<file path="config.mk">
export PLATFORM = sky130hd
export DESIGN_NAME = product_drain
export DESIGN_NICKNAME = d
export VERILOG_FILES = /design/src/rtl/product_drain.sv
export SDC_FILE = /design/constraint.sdc
export NUM_CORES = 2
export LEC_CHECK = 0
export ABC_AREA = 1
export CORE_ASPECT_RATIO = 1.5
export CORE_MARGIN = 1.5
export CORE_UTILIZATION = 63
export DETAILED_ROUTE_END_ITERATION = 10
export PLACE_DENSITY = 0.8
export SYNTH_ARGS = -nofsm -noshare
export SYNTH_HDL_FRONTEND = slang
export SYNTH_SLANG_ARGS = --single-unit
</file>
<file path="constraint.sdc">
create_clock -name clk -period 6.5 [get_ports clk]
set_clock_uncertainty 0.2 [all_clocks]
set_input_delay 1.95 -clock clk [delete_from_list [all_inputs] [get_ports clk]]
set_output_delay 1.95 -clock clk [all_outputs]
set_load 0.01 [all_outputs]
</file>
<file path="src/rtl/product_drain.sv">
// product_drain: consumer of the product-memory block-read burst.
// Requests a block, captures the beats through a one-entry hold register so the
// final word of each block can be tagged, buffers them in a FIFO and replays them
// on a valid/ready stream with out_last marking each block's final word.
`timescale 1ns/1ps

module product_drain #(
    parameter int unsigned WIDTH       = 32,
    parameter int unsigned LOGDEPTH    = 6,
    parameter int unsigned BLOCK_WORDS = 64,
    parameter int unsigned GAP_TIMEOUT = 4
) (
    input  logic                clk,
    input  logic                rst_n,
    input  logic                drain_en,
    output logic                EN_blockRead,
    input  logic                VALID_memVal,
    input  logic [WIDTH-1:0]    memVal_data,
    output logic                out_valid,
    input  logic                out_ready,
    output logic [WIDTH-1:0]    out_data,
    output logic                out_last,
    output logic                block_done,
    output logic [LOGDEPTH:0]   block_words,
    output logic                ovf_err,
    input  logic                clr_err
);

    localparam int unsigned DEPTH = 1 << LOGDEPTH;
    localparam int unsigned CNT_W = LOGDEPTH + 1;
    localparam int unsigned ROOM_W = CNT_W + 1;
    localparam int unsigned GAP_W = $clog2(GAP_TIMEOUT + 1);

    localparam logic [1:0] S_IDLE = 2'd0;
    localparam logic [1:0] S_REQ  = 2'd1;
    localparam logic [1:0] S_RECV = 2'd2;
    localparam logic [1:0] S_DONE = 2'd3;

    // State and storage
    logic [1:0]          r_state;
    logic [WIDTH:0]      r_mem [DEPTH];
    logic [LOGDEPTH-1:0] r_wr_ptr;
    logic [LOGDEPTH-1:0] r_rd_ptr;
    logic [CNT_W-1:0]    r_count;
    logic                r_hold_vld;
    logic [WIDTH-1:0]    r_hold_data;
    logic [CNT_W-1:0]    r_beat_cnt;
    logic [GAP_W-1:0]    r_gap_cnt;
    logic                r_en;
    logic                r_out_valid;
    logic [WIDTH-1:0]    r_out_data;
    logic                r_out_last;
    logic                r_block_done;
    logic [CNT_W-1:0]    r_block_words;
    logic                r_ovf;

    // Next-state / control
    logic [1:0]          w_state_nxt;
    logic                w_capture;
    logic                w_push;
    logic                w_push_last;
    logic                w_drop;
    logic [CNT_W-1:0]    w_beat_nxt;
    logic [GAP_W-1:0]    w_gap_nxt;
    logic                w_room;
    logic [ROOM_W-1:0]   w_used;

    // FIFO bookkeeping
    logic                w_pop;
    logic                w_full;
    logic                w_push_ok;
    logic [LOGDEPTH-1:0] w_wr_nxt;
    logic [LOGDEPTH-1:0] w_rd_nxt;
    logic [CNT_W-1:0]    w_count_nxt;
    logic [WIDTH:0]      w_head_nxt;

    assign EN_blockRead = r_en;
    assign out_valid    = r_out_valid;
    assign out_data     = r_out_data;
    assign out_last     = r_out_last;
    assign block_done   = r_block_done;
    assign block_words  = r_block_words;
    assign ovf_err      = r_ovf;

    // Room for a whole block counts the hold register as an occupied slot
    assign w_used = ROOM_W'(r_count) + ROOM_W'(r_hold_vld);
    assign w_room = (w_used + ROOM_W'(BLOCK_WORDS)) <= ROOM_W'(DEPTH);

    // FSM state register
    always_ff @(posedge clk or negedge rst_n) begin
        if (!rst_n) begin
            r_state <= S_IDLE;
        end else begin
            r_state <= w_state_nxt;
        end
    end

    // FSM next-state, beat/gap counting and hold-register push decisions
    always_comb begin
        w_state_nxt = r_state;
        w_capture   = 1'b0;
        w_push      = 1'b0;
        w_push_last = 1'b0;
        w_drop      = 1'b0;
        w_beat_nxt  = r_beat_cnt;
        w_gap_nxt   = r_gap_cnt;
        case (r_state)
            S_IDLE: begin
                w_drop = VALID_memVal;
                if (drain_en && w_room) begin
                    w_state_nxt = S_REQ;
                end
            end
            S_REQ: begin
                if (VALID_memVal) begin
                    w_capture   = 1'b1;
                    w_beat_nxt  = CNT_W'(1);
                    w_gap_nxt   = '0;
                    w_state_nxt = S_RECV;
                end else if (!drain_en) begin
                    w_state_nxt = S_IDLE;
                end
            end
            S_RECV: begin
                if (VALID_memVal) begin
                    w_capture = 1'b1;
                    w_gap_nxt = '0;
                    if (r_beat_cnt < CNT_W'(BLOCK_WORDS)) begin
                        w_beat_nxt = r_beat_cnt + CNT_W'(1);
                    end
                end else begin
                    w_gap_nxt = r_gap_cnt + GAP_W'(1);
                end
                if ((w_beat_nxt >= CNT_W'(BLOCK_WORDS)) || (w_gap_nxt >= GAP_W'(GAP_TIMEOUT))) begin
                    w_state_nxt = S_DONE;
                end
            end
            S_DONE: begin
                w_drop      = VALID_memVal;
                w_push      = r_hold_vld;
                w_push_last = 1'b1;
                w_state_nxt = S_IDLE;
            end
            default: begin
                w_state_nxt = S_IDLE;
            end
        endcase
        if (w_capture && r_hold_vld) begin
            w_push      = 1'b1;
            w_push_last = 1'b0;
        end
    end

    // FIFO pointer/count arithmetic and the head word visible after this edge
    always_comb begin
        w_pop       = r_out_valid & out_ready;
        w_full      = (r_count == CNT_W'(DEPTH));
        w_push_ok   = w_push & (~w_full | w_pop);
        w_wr_nxt    = r_wr_ptr + LOGDEPTH'(w_push_ok);
        w_rd_nxt    = r_rd_ptr + LOGDEPTH'(w_pop);
        w_count_nxt = r_count + CNT_W'(w_push_ok) - CNT_W'(w_pop);
        if (w_push_ok && (r_wr_ptr == w_rd_nxt)) begin
            w_head_nxt = {w_push_last, r_hold_data};
        end else begin
            w_head_nxt = r_mem[w_rd_nxt];
        end
    end

    // FIFO storage write
    always_ff @(posedge clk) begin
        if (w_push_ok) begin
            r_mem[r_wr_ptr] <= {w_push_last, r_hold_data};
        end
    end

    // Datapath registers, counters and registered outputs
    always_ff @(posedge clk or negedge rst_n) begin
        if (!rst_n) begin
            r_wr_ptr      <= '0;
            r_rd_ptr      <= '0;
            r_count       <= '0;
            r_hold_vld    <= 1'b0;
            r_hold_data   <= '0;
            r_beat_cnt    <= '0;
            r_gap_cnt     <= '0;
            r_en          <= 1'b0;
            r_out_valid   <= 1'b0;
            r_out_data    <= '0;
            r_out_last    <= 1'b0;
            r_block_done  <= 1'b0;
            r_block_words <= '0;
            r_ovf         <= 1'b0;
        end else begin
            r_wr_ptr   <= w_wr_nxt;
            r_rd_ptr   <= w_rd_nxt;
            r_count    <= w_count_nxt;
            r_beat_cnt <= w_beat_nxt;
            r_gap_cnt  <= w_gap_nxt;
            if (w_capture) begin
                r_hold_vld  <= 1'b1;
                r_hold_data <= memVal_data;
            end else if (r_state == S_DONE) begin
                r_hold_vld <= 1'b0;
            end
            r_en         <= (w_state_nxt == S_REQ);
            r_block_done <= (w_state_nxt == S_DONE);
            if (w_state_nxt == S_DONE) begin
                r_block_words <= w_beat_nxt;
            end
            r_out_valid <= (w_count_nxt != '0);
            r_out_data  <= (w_count_nxt != '0) ? w_head_nxt[WIDTH-1:0] : '0;
            r_out_last  <= (w_count_nxt != '0) ? w_head_nxt[WIDTH] : 1'b0;
            if (clr_err) begin
                r_ovf <= 1'b0;
            end else if (w_drop || (w_push && !w_push_ok)) begin
                r_ovf <= 1'b1;
            end
        end
    end

endmodule

</file>
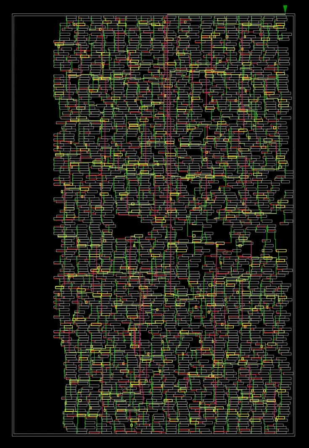
(images/clock_nets.png)
Seq cells: 2220
Num CTS Buffers: 182
# clk buffers: 226
Latency at later pin: 0.82 ns

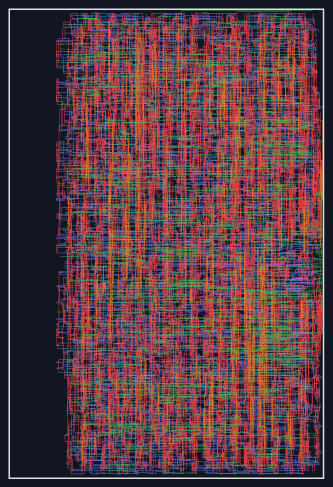
(images/layers.png)
(1 px per µm)
[M1] blue | wire length: 80.7 mm
[M2] red | wire length: 116 mm
[M5] purple | wire length: 68.1 µm
[M3] green | wire length: 27.9 mm
[M4] orange | wire length: 12600 µm

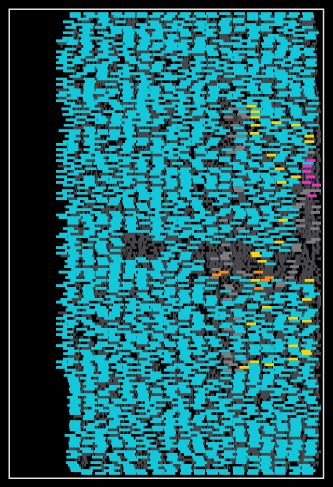
(images/ff_map.png)
(1 px per µm)
[r_rd_ptr] orange | placed flops: 6 | where: east
[block_words] magenta | placed flops: 7
[r_hold_data] yellow | placed flops: 32
[r_mem] cyan | placed flops: 2112 | where: spread over the die
not coloured: 63

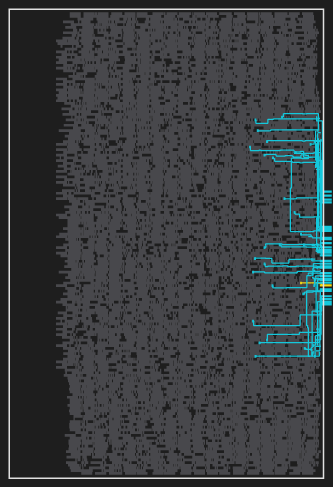
(images/port_trees.png)
(1 px per µm)
[out_ready] yellow | bits: 1 | direction: input | edge: east | end cells: 1 | buffers: 1 | wire: 26.7 µm
[memVal_data] cyan | bits: 32 | direction: input | edge: east | end cells: 32 | buffers: 32 | wire: 2810 µm

==> results_slide.txt <==
Run Summary

Status
  • Status: finished clean

CTS
  • CTS Hold Bufs: 0
  • Max H-tree Level: 4
  • Post-CTS setup buffers: 0

Synth
  • EDFF count, synth: 2112
  • Netlist Area Pre-Place: 90600 µm²
  • Top cells by area: edfxtp_1 70%, nand3_1 11%, nand2_1 9.7%
  • Post-synth ARST share: 4.86%
  • Top cell area share: 70.0%
  • Avg Cell Area, Syn: 11.8 µm²
  • Synth warn: 0
  • YS chip area: 90600 µm²
  • Synth Seq Share: 73.0%

Detailed routing
  • ANT nets after route: 0
  • Drt wl/cell: 24.5 µm

Final timing
  • Max Clk Rate: 200 MHz
  • Unrepaired setup endpoints after global routing: false
  • Final setup vio count: 0
  • Worst-margin pin slew: 1.26 ns
  • Hold slack: 0.287 ns

Layout
  • Top class by area: sequential cells
  • Inverters: 306
  • Finished Layout Cells: 9704
  • Buffers, non-clock: 245
  • NonClk Buf Share: 2.60%

GRT
  • Grt ovf: 0
  • Initial antenna violation count: 10
  • Largest net degree at the start of global routing: 172

Power
  • Comb pwr: 20.7 mW
  • Maximum vdd drop: 0.654 mV
  • Clock network power: 11.3 mW
  • Seq pwr share: 38.3%
  • Comb power frac: 39.8%
  • Internal power: 30.3 mW

Placed design
  • Place WS: 0.804 ns
  • Detailed Place HPWL: 129000 µm
  • Routability congestion estimate: 0.883

Critical path
  • Crit-path max cell delay: 0.62 ns
  • Startpoint type of the worst setup path: input port
  • Crit-path max FO: 34
  • End point of the critical path: out_data[1]
  • Critical path capture point type: flop
  • Critical Path Stages: 19
  • CP most frequent cell: nand2_1
  • Bufs and invs on worst path: 5
  • Reg2reg start: r_state[0]
  • CP Cell Sequence: clkdlybuf4s50_1 -> nand2_2 -> nand2_1 -> nand2_1 -> nor2_1 -> buf_4 -> inv_1 -> ha_1 -> inv_1 -> ha_1 -> fa_1 -> a21oi_1 -> o21ai_0 -> xor2_1 -> nor2_1 -> nand3_2 -> buf_4 -> nand2_1 -> a21oi_2

Die
  • Initial core utilization: 63.4%
  • Core Region: 143000 µm²
  • Die area: 146000 µm²
  • Tap Count: 1892

Worst hold path
  • Worst Hold Depth: 2
  • HP Class: flop to flop
==> logic make-up (layout without fill, tap and decap cells) <==
family | Yosys count | in the layout | synth area share, %
compound gates | 96 | 96 | 0.686
xor+xnor | 13 | 13 | 0.134
fa+ha+maj | 27 | 27 | 0.381
buf+inv | 789 | 885 | 3.90
flops | 2220 | 2220 | 73.0
other cells | 0 | 6 | 0
simple gates | 4565 | 4565 | 21.9
==> worst reg2reg max path, delay by kind of cell (launching register included) <==
family | cells | cell delay [ns]
xor+xnor | 1 | 0.20
flops | 1 | 0.44
fa+ha+maj | 4 | 1.33
buf+inv | 5 | 0.78
simple gates | 7 | 0.71
compound gates | 3 | 0.38
==> cells in the final DEF (no fill, tap or decap), drive strengths merged <==
master	instances
inv	308
nand2	2349
buf	165
a22o	1
nor2	124
nand4	46
diode	6
o21bai	1
nand3b	1
nand3	2028
xor2	13
o31ai	3
dfrtp	108
clkinv	71
clkbuf	226
nor3	3
bufinv	28
or2	14
o21ai	10
clkdlybuf4s50	80
edfxtp	2112
ha	26
clkinvlp	7
fa	1
a21oi	76
a32o	2
a22oi	1
o22ai	2
==> flip-flops by register name (all words and copies together), names as in the netlist <==
signal and cells:
EN_blockRead 1, block_done 1, block_words 7, out_data 32, out_last 1, out_valid 1
ovf_err 1, r_beat_cnt 7, r_count 7, r_gap_cnt 3, r_hold_data 32, r_hold_vld 1
r_mem 2112, r_rd_ptr 6, r_state 2, r_wr_ptr 6
==> layer usage <==
metal  track usage [%]  part of all wire (%)
met1              40.5                    34
met5                 0                 0.029
met3              6.34                    12
met4              16.7                   5.3
met2              53.5                    49
==> stage by stage <==
stage | total power [mW] | util, %
floorplan | 33.0 | -
global placement | 39.4 | 65.7
detailed placement | 40.1 | 65.7
CTS | 51.4 | 69.9
global route | 54.1 | 69.9
finish | 51.9 | 69.9
Power figures rest on the tool's default switching activity, not on a simulated workload.
